### config.mk
export PLATFORM = sky130hd
export DESIGN_NAME = spi_cmd_queue
export DESIGN_NICKNAME = d
export VERILOG_FILES = /design/src/rtl/spi_cmd_queue.sv
export SDC_FILE = /design/constraint.sdc
export NUM_CORES = 1
export LEC_CHECK = 0
export CORE_MARGIN = 2
export CORE_UTILIZATION = 40
export DETAILED_ROUTE_END_ITERATION = 10
export HOLD_SLACK_MARGIN = 0.06
export RECOVER_POWER = 25
export SKIP_LAST_GASP = 1
export SYNTH_ARGS = -nofsm -noshare
export SYNTH_HDL_FRONTEND = slang
export SYNTH_SLANG_ARGS = --single-unit
export TNS_END_PERCENT = 10
### constraint.sdc
create_clock -name clk -period 8.72 [get_ports clk]
set_input_delay 1.744 -clock clk [delete_from_list [all_inputs] [get_ports clk]]
set_output_delay 1.744 -clock clk [all_outputs]
set_load 0.01 [all_outputs]
### src/rtl/spi_cmd_queue.sv
// SPI command queue: buffers whole command frames in a FIFO and executes them as
// single cell writes, row fills, full-field clears or score updates.
module spi_cmd_queue #(
  parameter int FRAME_BYTES = 4,
  parameter int FIFO_DEPTH  = 8,
  parameter int ADDR_W      = 10,
  parameter int DATA_W      = 8,
  parameter int CELLS       = 768,
  parameter int ROW_LEN     = 32,
  parameter int SCORE_W     = 10
) (
  input  logic                          clk,
  input  logic                          reset,
  input  logic                          frame_valid,
  input  logic [FRAME_BYTES*8-1:0]      frame_data,
  output logic                          we,
  output logic [ADDR_W-1:0]             waddr,
  output logic [DATA_W-1:0]             wdata,
  output logic [SCORE_W-1:0]            score,
  output logic                          busy,
  output logic [$clog2(FIFO_DEPTH):0]   fifo_count,
  output logic                          overflow,
  output logic                          bad_cmd
);

  localparam int PTR_W = $clog2(FIFO_DEPTH);
  localparam int CNT_W = ADDR_W + 1;
  localparam logic [ADDR_W-1:0] LAST_CELL = ADDR_W'(CELLS - 1);

  typedef enum logic [1:0] {IDLE, EXEC_WR, EXEC_FILL} state_e;

  logic [31:0]         mem [FIFO_DEPTH];
  state_e              state_q, state_d;
  logic [PTR_W-1:0]    wr_ptr_q, wr_ptr_d, rd_ptr_q, rd_ptr_d;
  logic [PTR_W:0]      count_q, count_d;
  logic [ADDR_W-1:0]   cur_q, cur_d;
  logic [CNT_W-1:0]    rem_q, rem_d;
  logic [DATA_W-1:0]   val_q, val_d;
  logic                we_q, we_d;
  logic [ADDR_W-1:0]   waddr_q, waddr_d;
  logic [DATA_W-1:0]   wdata_q, wdata_d;
  logic [SCORE_W-1:0]  score_q, score_d;
  logic                overflow_q, overflow_d;
  logic                bad_cmd_q, bad_cmd_d;

  logic                push, pop;
  logic [31:0]         in_word, head;
  logic [7:0]          cmd;
  logic [15:0]         arg;
  logic [7:0]          dat;
  logic                unused_bits;

  // Only the top four bytes of a frame carry meaning.
  assign in_word     = frame_data[FRAME_BYTES*8-1 -: 32];
  assign head        = mem[rd_ptr_q];
  assign cmd         = head[31:24];
  assign arg         = head[23:8];
  assign dat         = head[7:0];
  assign unused_bits = ^{frame_data, head};

  // A pop frees a slot in the same cycle, so a push into a full FIFO is still taken.
  assign pop  = (state_q == IDLE) && (count_q != '0);
  assign push = frame_valid && ((count_q != (PTR_W+1)'(FIFO_DEPTH)) || pop);

  // NOTE: payload storage carries no reset; the pointers and count alone define
  // which entries are valid, so clearing the array would only cost reset fan-out.
  always_ff @(posedge clk) begin
    if (push) mem[wr_ptr_q] <= in_word;
  end

  always_comb begin
    // NOTE: every _d takes its _q value first so no path leaves it unassigned,
    // which would otherwise infer a latch.
    state_d    = state_q;
    wr_ptr_d   = wr_ptr_q;
    rd_ptr_d   = rd_ptr_q;
    cur_d      = cur_q;
    rem_d      = rem_q;
    val_d      = val_q;
    we_d       = 1'b0;
    waddr_d    = waddr_q;
    wdata_d    = wdata_q;
    score_d    = score_q;
    overflow_d = overflow_q;
    bad_cmd_d  = bad_cmd_q;

    if (push) wr_ptr_d = wr_ptr_q + 1'b1;
    if (pop)  rd_ptr_d = rd_ptr_q + 1'b1;
    count_d = count_q + (PTR_W+1)'(push) - (PTR_W+1)'(pop);
    if (frame_valid && !push) overflow_d = 1'b1;

    case (state_q)
      IDLE: begin
        if (pop) begin
          case (cmd)
            8'h00: ;
            8'h01: begin
              cur_d   = arg[ADDR_W-1:0];
              val_d   = dat[DATA_W-1:0];
              state_d = EXEC_WR;
            end
            8'h02: begin
              cur_d   = arg[ADDR_W-1:0];
              rem_d   = CNT_W'(ROW_LEN);
              val_d   = dat[DATA_W-1:0];
              state_d = EXEC_FILL;
            end
            8'h03: begin
              cur_d   = '0;
              rem_d   = CNT_W'(CELLS);
              val_d   = dat[DATA_W-1:0];
              state_d = EXEC_FILL;
            end
            8'h04:   score_d   = arg[SCORE_W-1:0];
            default: bad_cmd_d = 1'b1;
          endcase
        end
      end
      EXEC_WR: begin
        we_d    = 1'b1;
        waddr_d = cur_q;
        wdata_d = val_q;
        state_d = IDLE;
      end
      EXEC_FILL: begin
        we_d    = 1'b1;
        waddr_d = cur_q;
        wdata_d = val_q;
        // Stop on the count, the last valid cell, or the top of the address space.
        if (rem_q == CNT_W'(1) || cur_q == LAST_CELL || cur_q == {ADDR_W{1'b1}}) begin
          state_d = IDLE;
        end else begin
          cur_d = cur_q + 1'b1;
          rem_d = rem_q - 1'b1;
        end
      end
      default: state_d = IDLE;
    endcase
  end

  // NOTE: sequential state uses non-blocking assignments so every flop samples
  // the pre-edge values regardless of statement order.
  always_ff @(posedge clk or posedge reset) begin
    if (reset) begin
      state_q    <= IDLE;
      wr_ptr_q   <= '0;
      rd_ptr_q   <= '0;
      count_q    <= '0;
      cur_q      <= '0;
      rem_q      <= '0;
      val_q      <= '0;
      we_q       <= 1'b0;
      waddr_q    <= '0;
      wdata_q    <= '0;
      score_q    <= '0;
      overflow_q <= 1'b0;
      bad_cmd_q  <= 1'b0;
    end else begin
      state_q    <= state_d;
      wr_ptr_q   <= wr_ptr_d;
      rd_ptr_q   <= rd_ptr_d;
      count_q    <= count_d;
      cur_q      <= cur_d;
      rem_q      <= rem_d;
      val_q      <= val_d;
      we_q       <= we_d;
      waddr_q    <= waddr_d;
      wdata_q    <= wdata_d;
      score_q    <= score_d;
      overflow_q <= overflow_d;
      bad_cmd_q  <= bad_cmd_d;
    end
  end

  assign we         = we_q;
  assign waddr      = waddr_q;
  assign wdata      = wdata_q;
  assign score      = score_q;
  assign busy       = (state_q != IDLE) || (count_q != '0);
  assign fifo_count = count_q;
  assign overflow   = overflow_q;
  assign bad_cmd    = bad_cmd_q;

endmodule

Local utilization:
The bar under the picture is 50 microns long. 17 x 17 tiles, from dark purple (low) to yellow (high), 0 to 100% covered.
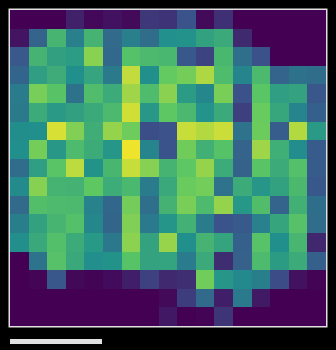
nearly empty tiles: 16%
tiles over 75% full: 13%
mean over tiles: 44%
fullest tile: 98%

==> results.txt <==
The run has ended; figures from its reports follow.

The die outline area is 29,300 sq um. The routed design could run at a clock period as short as 3.89 ns. Cells with a size suffix above 1 make up 25.5% of the layout. The most critical hold endpoint after final layout shows a slack of 0.482 ns. The area figure in the yosys stat output is 11,200 sq um. The register fraction of the total cell area is 60.6%. Following the worst setup path forward leads to its endpoint at busy.

The normalized max-slew margin is 18.1%. At the pin with the least slew margin, the transition time is 1.22 ns. The maximum buffer depth of the clock tree is 3. The report lists the number of cells resized after CTS as 0. The first detailed-routing pass ran for 5 iterations.

By area the synthesized netlist is led by sky130_fd_sc_hd__edfxtp_1, sky130_fd_sc_hd__dfrtp_1, sky130_fd_sc_hd__mux4_2. Routing resource usage on met3 recorded by global route was 2.72%. Ranking logic cells in the layout by count gives the top entries sky130_fd_sc_hd__edfxtp_1, sky130_fd_sc_hd__dfrtp_1, sky130_fd_sc_hd__mux2_2, sky130_fd_sc_hd__mux4_2, sky130_fd_sc_hd__clkdlybuf4s50_1. The TritonCTS sink count came out at 280. The highest cell delay on the worst timing path came out at 0.56 ns. The multi-input gate share of the layout cell area is 22.4%. For the final database, setup skew stands at 0.0106 ns. Per the timing report, the most critical flop-to-flop path finishes at rem_q[5]$_DFFE_PP0P_.

The area fraction in compound gates is 4.08%. The highest clock frequency the design can meet came out at 257 MHz. The final critical path takes up 44.7% of the cycle.

The most numerous cell in the Yosys netlist is sky130_fd_sc_hd__edfxtp_1. The number of cells reported by Yosys stat comes to 618. The buffers inserted during post-CTS setup optimization is 0. Per the OpenROAD floorplan log, the area of the core is 27,700 sq um. The number of antenna violations at the first check in global routing came out at 3.

The flow ran to the end, and the final reports show no timing, DRC or antenna violations. The number of logic gates is 290. The number of flip-flops in the largest register is 208.

The initial utilization of the core area, before any placement, comes to 40.4%. The count of cell types in the netlist came out at 53. The switching share of total power is 29.8%. STA lists the startpoint of the worst hold path as overflow$_DFFE_PP0P_.

The most numerous logic cell after layout is sky130_fd_sc_hd__edfxtp_1. The count of endpoints failing setup in the final report came out at 0. The clock latency on the worst-skew pair is 0.54 ns. The boundary pin count is 71.

Setup repair after global routing left no endpoint under its margin. The number of buffers and inverters on the critical path is 1. The post-place instance area came out at 12,300 sq um. The number of warnings reported in the yosys synthesis log is 0. The largest registers in the layout are mem x208, rem_q x11. The flip-flop and latch count is 280. The number of antenna diodes is 0. Setup total negative slack on the finished layout was measured at 0 ns. The total wire length after detailed routing is 22.3 mm.

The die width came out at 171 microns. The most area-hungry cell type in the Yosys netlist is sky130_fd_sc_hd__edfxtp_1. Averaged over all synthesized cells, the footprint is 18.1 sq um. Per the GRT congestion report, total overflow comes to 0.
Wiring by layer:
Two of the layers only.
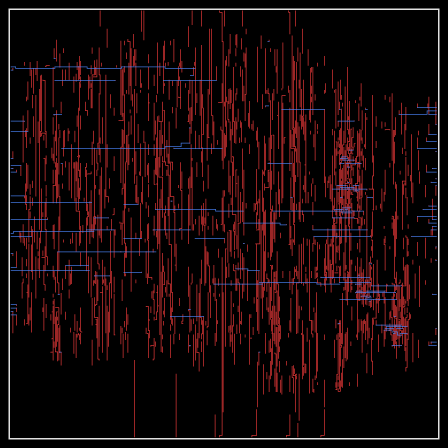
| layer | colour | wire length |
|---|---|---|
| metal 2 | red | 10,800 microns |
| metal 3 | blue | 1,020 microns |

==> how the worst min path moves through the flow <==
stage | endpoint | slack (ns) | cells after the start
floorplan | rem_q[10]$_DFFE_PP0P_ | 0.45 | 1
finish | overflow$_DFFE_PP0P_ | 0.48 | 1
global route | overflow$_DFFE_PP0P_ | 0.50 | 1
CTS | overflow$_DFFE_PP0P_ | 0.49 | 1
detailed placement | overflow$_DFFE_PP0P_ | 0.48 | 1
global placement | rem_q[10]$_DFFE_PP0P_ | 0.46 | 1
==> logic make-up after synthesis <==
group                      Yosys count
AOI/OAI and AO/OA                   65
and+or+nand+nor                     95
adders and majority gates           14
xor gates and xnor gates             5
buffers and inverters               48
DFF                                280
muxes                              111
Power is estimated from default activity; no workload was simulated.
